logic_types.png
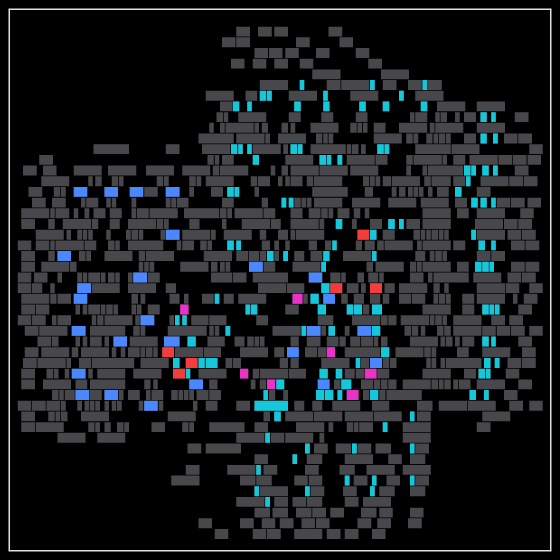
flops_by_reg.png
The bar under the picture is 50 um long. Other sequential cells in the stronger gray, the rest of the logic in the fainter gray.
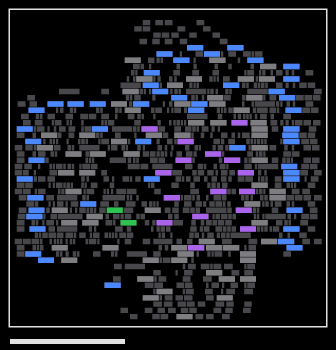
congestion.png
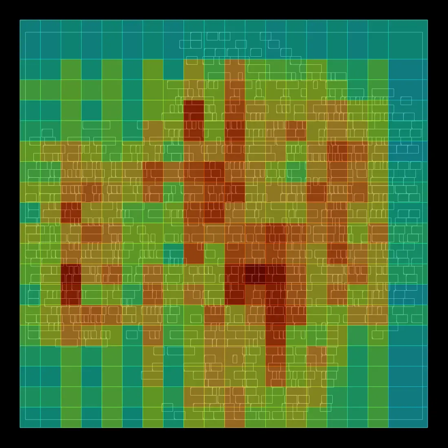
layer_met2.png
The bar under the picture is 50 um long.
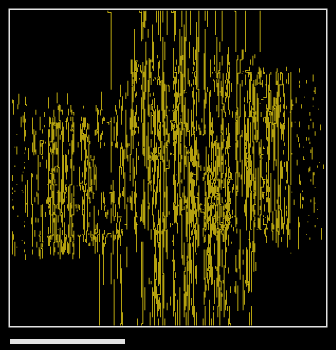
[src/rtl/fetch_unit_pkg.sv]
// Shared types for the LC-3b fetch stage: machine word, buffered fetch entry,
// fetch FSM states and the sequential next-PC helper.
package fetch_unit_pkg;

  typedef logic [15:0] lc3b_word;

  typedef struct packed {
    lc3b_word instr;
    lc3b_word pc;
    lc3b_word pred_target;
    logic     pred_taken;
  } fetch_entry;

  typedef enum logic {
    ST_REQ    = 1'b0,
    ST_SQUASH = 1'b1
  } fetch_state_e;

  localparam lc3b_word   PC_STEP   = 16'd2;
  localparam logic [1:0] FIFO_FULL = 2'd2;

  // Fall-through PC; 16-bit wrap is intentional (16'hFFFE -> 16'h0000).
  function automatic lc3b_word next_seq_pc(input lc3b_word pc);
    return pc + PC_STEP;
  endfunction

endpackage

[src/rtl/fetch_unit_fifo.sv]
// Two-entry in-order buffer between the fetch stage and decode.
// Slot 0 is always the head; flush outranks push and pop.
module fetch_fifo
  import fetch_unit_pkg::*;
(
  input  logic       clk,
  input  logic       reset,
  input  logic       i_push,
  input  logic       i_pop,
  input  logic       i_flush,
  input  fetch_entry i_din,
  output logic [1:0] o_count,
  output fetch_entry o_head
);

  fetch_entry r_slot0;
  fetch_entry r_slot1;
  logic [1:0] r_count;
  logic       w_do_pop;
  logic       w_do_push;

  // Qualify requests so an empty pop or an overfilling push is ignored.
  always_comb begin
    w_do_pop  = 1'b0;
    w_do_push = 1'b0;
    if (i_pop && (r_count != 2'd0)) begin
      w_do_pop = 1'b1;
    end else begin
      w_do_pop = 1'b0;
    end
    if (i_push && ((r_count != FIFO_FULL) || w_do_pop)) begin
      w_do_push = 1'b1;
    end else begin
      w_do_push = 1'b0;
    end
  end

  // Slot shifting and occupancy tracking.
  always_ff @(posedge clk) begin
    if (reset) begin
      r_slot0 <= '0;
      r_slot1 <= '0;
      r_count <= 2'd0;
    end else if (i_flush) begin
      r_count <= 2'd0;
    end else begin
      case ({w_do_push, w_do_pop})
        2'b11: begin
          if (r_count == FIFO_FULL) begin
            r_slot0 <= r_slot1;
            r_slot1 <= i_din;
          end else begin
            r_slot0 <= i_din;
          end
        end
        2'b10: begin
          if (r_count == 2'd0) begin
            r_slot0 <= i_din;
          end else begin
            r_slot1 <= i_din;
          end
          r_count <= r_count + 2'd1;
        end
        2'b01: begin
          r_slot0 <= r_slot1;
          r_count <= r_count - 2'd1;
        end
        default: begin
          r_count <= r_count;
        end
      endcase
    end
  end

  assign o_count = r_count;
  assign o_head  = r_slot0;

endmodule

[src/rtl/fetch_unit.sv]
// LC-3b instruction fetch: owns the PC, issues one I-cache request at a time,
// follows BTB predictions and back-end redirects, and buffers results for decode.
module fetch_unit
  import fetch_unit_pkg::*;
#(
  parameter lc3b_word RESET_PC = 16'h0000
) (
  input  logic     clk,
  input  logic     reset,
  output lc3b_word fetch_pc,
  input  logic     btb_hit,
  input  lc3b_word btb_target,
  output logic     icache_read,
  output lc3b_word icache_address,
  input  logic     icache_resp,
  input  lc3b_word icache_rdata,
  input  logic     redirect,
  input  lc3b_word redirect_pc,
  output logic     out_valid,
  input  logic     out_ready,
  output lc3b_word out_instr,
  output lc3b_word out_pc,
  output lc3b_word out_pred_target,
  output logic     out_pred_taken
);

  fetch_state_e r_state;
  fetch_state_e w_state_nxt;
  lc3b_word     r_pc;
  lc3b_word     w_pc_nxt;
  lc3b_word     r_squash_addr;
  lc3b_word     w_squash_nxt;
  logic         w_read;
  logic         w_push;
  logic         w_pop;
  logic         w_flush;
  logic [1:0]   w_count;
  fetch_entry   w_din;
  fetch_entry   w_head;

  assign w_read = !reset && (((r_state == ST_REQ) && (w_count != FIFO_FULL))
                             || (r_state == ST_SQUASH));
  assign w_din  = '{instr: icache_rdata, pc: r_pc,
                    pred_target: btb_target, pred_taken: btb_hit};

  // Next-state, next-PC and buffer control; redirect outranks everything.
  always_comb begin
    w_state_nxt  = r_state;
    w_pc_nxt     = r_pc;
    w_squash_nxt = r_squash_addr;
    w_push       = 1'b0;
    w_pop        = out_valid && out_ready;
    w_flush      = 1'b0;
    if (redirect) begin
      w_flush  = 1'b1;
      w_pop    = 1'b0;
      w_pc_nxt = redirect_pc;
      case (r_state)
        ST_REQ: begin
          // An in-flight request cannot be cancelled; wait out its response.
          if (w_read && !icache_resp) begin
            w_squash_nxt = r_pc;
            w_state_nxt  = ST_SQUASH;
          end else begin
            w_state_nxt  = ST_REQ;
          end
        end
        ST_SQUASH: begin
          if (icache_resp) begin
            w_state_nxt = ST_REQ;
          end else begin
            w_state_nxt = ST_SQUASH;
          end
        end
        default: begin
          w_state_nxt = ST_REQ;
        end
      endcase
    end else begin
      case (r_state)
        ST_REQ: begin
          if (icache_resp && w_read) begin
            w_push   = 1'b1;
            w_pc_nxt = btb_hit ? btb_target : next_seq_pc(r_pc);
          end else begin
            w_push   = 1'b0;
          end
        end
        ST_SQUASH: begin
          if (icache_resp) begin
            w_state_nxt = ST_REQ;
          end else begin
            w_state_nxt = ST_SQUASH;
          end
        end
        default: begin
          w_state_nxt = ST_REQ;
        end
      endcase
    end
  end

  // State, PC and squash-address registers.
  always_ff @(posedge clk) begin
    if (reset) begin
      r_state       <= ST_REQ;
      r_pc          <= RESET_PC;
      r_squash_addr <= RESET_PC;
    end else begin
      r_state       <= w_state_nxt;
      r_pc          <= w_pc_nxt;
      r_squash_addr <= w_squash_nxt;
    end
  end

  fetch_fifo u_fifo (
    .clk     (clk),
    .reset   (reset),
    .i_push  (w_push),
    .i_pop   (w_pop),
    .i_flush (w_flush),
    .i_din   (w_din),
    .o_count (w_count),
    .o_head  (w_head)
  );

  assign fetch_pc        = r_pc;
  assign icache_read     = w_read;
  assign icache_address  = (r_state == ST_SQUASH) ? r_squash_addr : r_pc;
  assign out_valid       = (w_count != 2'd0);
  assign out_instr       = w_head.instr;
  assign out_pc          = w_head.pc;
  assign out_pred_target = w_head.pred_target;
  assign out_pred_taken  = w_head.pred_taken;

endmodule

[config.mk]
export PLATFORM = sky130hd
export DESIGN_NAME = fetch_unit
export DESIGN_NICKNAME = d
export VERILOG_FILES = /design/src/rtl/fetch_unit_pkg.sv /design/src/rtl/fetch_unit_fifo.sv /design/src/rtl/fetch_unit.sv
export SDC_FILE = /design/constraint.sdc
export NUM_CORES = 1
export LEC_CHECK = 0
export CAP_MARGIN = 20
export CORE_MARGIN = 1.5
export CORE_UTILIZATION = 35
export DETAILED_ROUTE_END_ITERATION = 8
export HOLD_SLACK_MARGIN = 0.08
export PLACE_DENSITY = 0.71
export SLEW_MARGIN = 20
export SYNTH_ARGS = -nofsm -noshare
export SYNTH_HDL_FRONTEND = slang
export SYNTH_SLANG_ARGS = --single-unit
[constraint.sdc]
create_clock -name clk -period 6.73 [get_ports clk]
set_input_delay 1.346 -clock clk [delete_from_list [all_inputs] [get_ports clk]]
set_output_delay 1.346 -clock clk [all_outputs]
set_load 0.05 [all_outputs]
==> impl_metrics.tcl <==
# implementation run metrics
set metrics [dict create \
    drc 0 \
    warnings 29 \
    worst_setup_path_end_kind "flop" \
    fp.dieH_um 137 \
    setup_viol 0 \
    finClkSkew_ns 0.00749 \
    core_util_floorplan_pct 36.2 \
    grt_pass1_vias 5670 \
    p_leak_nw 2.77 \
    drtPass1Iterations 5 \
    cp.arrival_ns 5.22 \
    postSynthSeqShare_pct 42.1 \
    clockBufferDepth 2 \
    switching_share_pct 28.8 \
    io_pins 137 \
    final_nets 918 \
    timing_worst_slew_pin_value_ns 1.07 \
    drive_above_1_share_pct 7.92 \
    cts_tree "yes" \
    clk_pin_slew_worst_paths_ns 0.06 \
    syn_inst 775 \
    ys_top_cells_by_count "nand2_1 (166), dfxtp_1 (133), a21oi_1 (80)" \
    ys_async_sr_fraction_pct 0 \
    critical_path.max_fanout 49 \
    die_w_um 137 \
    period_used_pct 72.3 \
    ir_worst_vdd_v 0.000186 \
    synth_nets 834 \
    drt_first_iter_violations 540 \
    clock_latency_ns 0.43 \
    top_cells_by_area "dfxtp_1 (42%), nand2_1 (9.9%), a221oi_1 (7.2%), a21oi_1 (6.3%), nor2_1 (3.7%)" \
    drv_slew 0 \
    post_cts_buffers 0 \
    hold_start "u_fifo.r_slot1[17]" \
    crit_type "primary input to flop" \
    antenna_found_initial 0 \
    final_area_um2 8220 \
    nFillCells 1664 \
    core.rowCount 48 \
    vias_per_cell 5.60 \
    rsz0062_at_grt "no" \
    die_area_um2 18900 \
    top_area_share_pct 42.1 \
    p_per_area_nw_per_um2 245 \
    syn-cell-area_um2 6320 \
    hold_ws_ns 0.453 \
    ant_nets 0 \
    p_seq_share_pct 41.9 \
    fmax_mhz 205 \
    p_total_mw 2.01 \
    status "complete, no violations" \
    io_buffers 136 \
    place_area_um2 7660 \
    fin_crit_ns 4.87 \
    max-cap-violations 0 \
    p_sw_uw 579 \
    overflow 0 \
    most_common_cell "nand2_1" \
    cp.required_ns 7.08 \
    cts-hold-fix-buffers 0 \
    comb_power_share_pct 14.7 \
    yosysUniqueCellTypes 54 \
    core-area_um2 17500 \
    dp_hpwl_um 12300 \
    antenna_cells 0 \
    cts_made_buffers 17 \
    hp-class "flop to flop" \
    flop_cell "dfxtp_1" \
    clockPowerShare_pct 43.4 \
    place.gp.congestion 0.879 \
    ctsResizeCount 0 \
    grt_pass1_wl_um 29900 \
    tns_ns 0 \
    largest_area_cell "dfxtp_1" \
    postSynthAreaPerCell_um2 8.16 \
    ys_area_um2 6320 \
    synth_warnings 0 \
    p_int_mw 1.43 \
    finalHoldViolCount 0 \
    cts_max_level 4 \
    grt_start_max_net_pins 94 \
    yosysCellCount 775 \
    cts-root-buf "clkbuf_16" \
    startpoint_type "primary input" \
    syn_to_final_growth_pct 29.9 \
    ys_ff 133 \
    synth-edff-count 0 \
    maxSlewHeadroom_pct 28.5 \
    r2r-start "u_fifo.o_count[0]" \
    clock-sinks 133 \
    startpoint "icache_resp" \
]
Back to the opening pictures, logic_types.png:
- magenta: and/or cells (cells 7)
- blue: non-inverting ao/oa cells (cells 26; most used a311o_1)
- red: xor and xnor cells (cells 6; most used xnor2_1; where center)
- cyan: nor cells (cells 119; most used nor2_1)

Back to the opening pictures, flops_by_reg.png:
- green: u_fifo.o_count (sequential cells 2)
- purple: fetch_pc (sequential cells 16)
- blue: u_fifo.o_head (sequential cells 49)
register area: 2660 um2
final core occ: 47.0%

Back to the opening pictures, congestion.png:
met3 Track Usage GR: 4.97%
wire per inst: 17.2 um
routing usage on met2: 32.0%
total track usage: 20.5%
GR peak layer: met2

Back to the opening pictures, layer_met2.png:
- nets with wire on the layer: 734
- wire length on this layer: 8700 um
- main direction: vertical
total wire length: 18800 um
vias post-DR: 6135

-- final timing paths --
kind / endpoint / slack (ns) / depth (start not counted)
worst min register to register: u_fifo.r_slot1[17] / 0.45 / 2
worst max-delay path: u_fifo.o_head[13] / 1.86 / 10
worst max register to register: u_fifo.o_head[13] / 2.17 / 9
worst min-delay path: u_fifo.r_slot1[17] / 0.45 / 2
-- state kept, by name, summed over array words and instances (netlist names) --
register and count:
r_state 1, r_squash_addr 16, u_fifo.o_count 2, u_fifo.o_head 49, u_fifo.r_slot1 49, fetch_pc 16
-- critical path: stages --
cell and delay [ns]:
clkdlybuf4s50_1 0.57, nor2b_1 0.34, nand4_1 0.35, inv_1 0.20
ha_1 0.68, o21ai_0 0.28, nand2_2 0.80, buf_4 0.39
a221oi_1 0.07, nor3_1 0.17
-- layout by cell type, fill, tap and decap left out, drive strengths merged, types with 4 or more instances in the layout --
cell type      synthesis  layout
a221oi                52      52
mux2                  17      17
nor4                   9       9
dfxtp                133     133
clkbuf                37      18
o21ai                 10      10
clkinv                 1      12
nor3                  41      41
inv                   10      10
a21oi                 80      80
a211oi                 4       4
a311o                 19      19
nor2                  63      63
mux2i                 18      18
nand2b                 5       5
ha                     5       5
o211ai                 5       5
nand4                  7       7
nand3                  6       6
nand2                166     166
xnor2                  5       5
clkdlybuf4s50          0     135
buf                   44      11
-- power by group through the flow --
stage          Combinational [mW]  Clock (mW)  Sequential (mW)
3_5_place_dp                0.295           0            0.858
5_1_grt                     0.314       0.924            0.845
2_1_floorplan               0.139           0            0.897
6_report                    0.296       0.873            0.842
3_3_place_gp                0.294           0            0.858
4_1_cts                     0.296       0.883            0.841
-- area by class of cell --
class / count / area (um2) / share of cell area (%)
multi-input cells: 550 / 3230 / 39.4
flip-flops and latches: 133 / 2660 / 32.4
clock inverters: 13 / 111 / 1.36
well taps: 225 / 282 / 3.43
repair buffers: 146 / 1450 / 17.6
inverters: 11 / 41.3 / 0.503
clock buffers: 18 / 439 / 5.35
-- logic make-up (layout without fill, tap and decap cells) --
logic type,after synthesis,in the layout,share of synthesized area [%]
adders and majority gates,5,5,0.989
buffers and inverters,92,188,7.00
and+or+nand+nor,310,310,21.1
xor gates and xnor gates,6,6,0.831
DFF,133,133,42.1
AOI/OAI and AO/OA,194,194,22.0
muxes,35,35,5.94
-- routing by layer --
| layer | part of all wire, % | up-vias | track usage, % |
|---|---|---|---|
| li1 | - | 2944 | - |
| met1 | 43 | 2869 | 27.1 |
| met2 | 46 | 286 | 32.0 |
| met3 | 8.3 | 36 | 4.97 |
| met4 | 2.3 | 0 | 7.95 |
| met5 | 0 | - | 0 |
-- metrics by stage --
| step | std cells | setup WS [ns] |
|---|---|---|
| floorplan | 775 | 2.68 |
| global placement | 1065 | 1.57 |
| detailed placement | 1065 | 1.46 |
| CTS | 1096 | 1.90 |
| global route | 1096 | 1.57 |
| finish | 1096 | 1.86 |
Power is estimated from default activity; no workload was simulated.
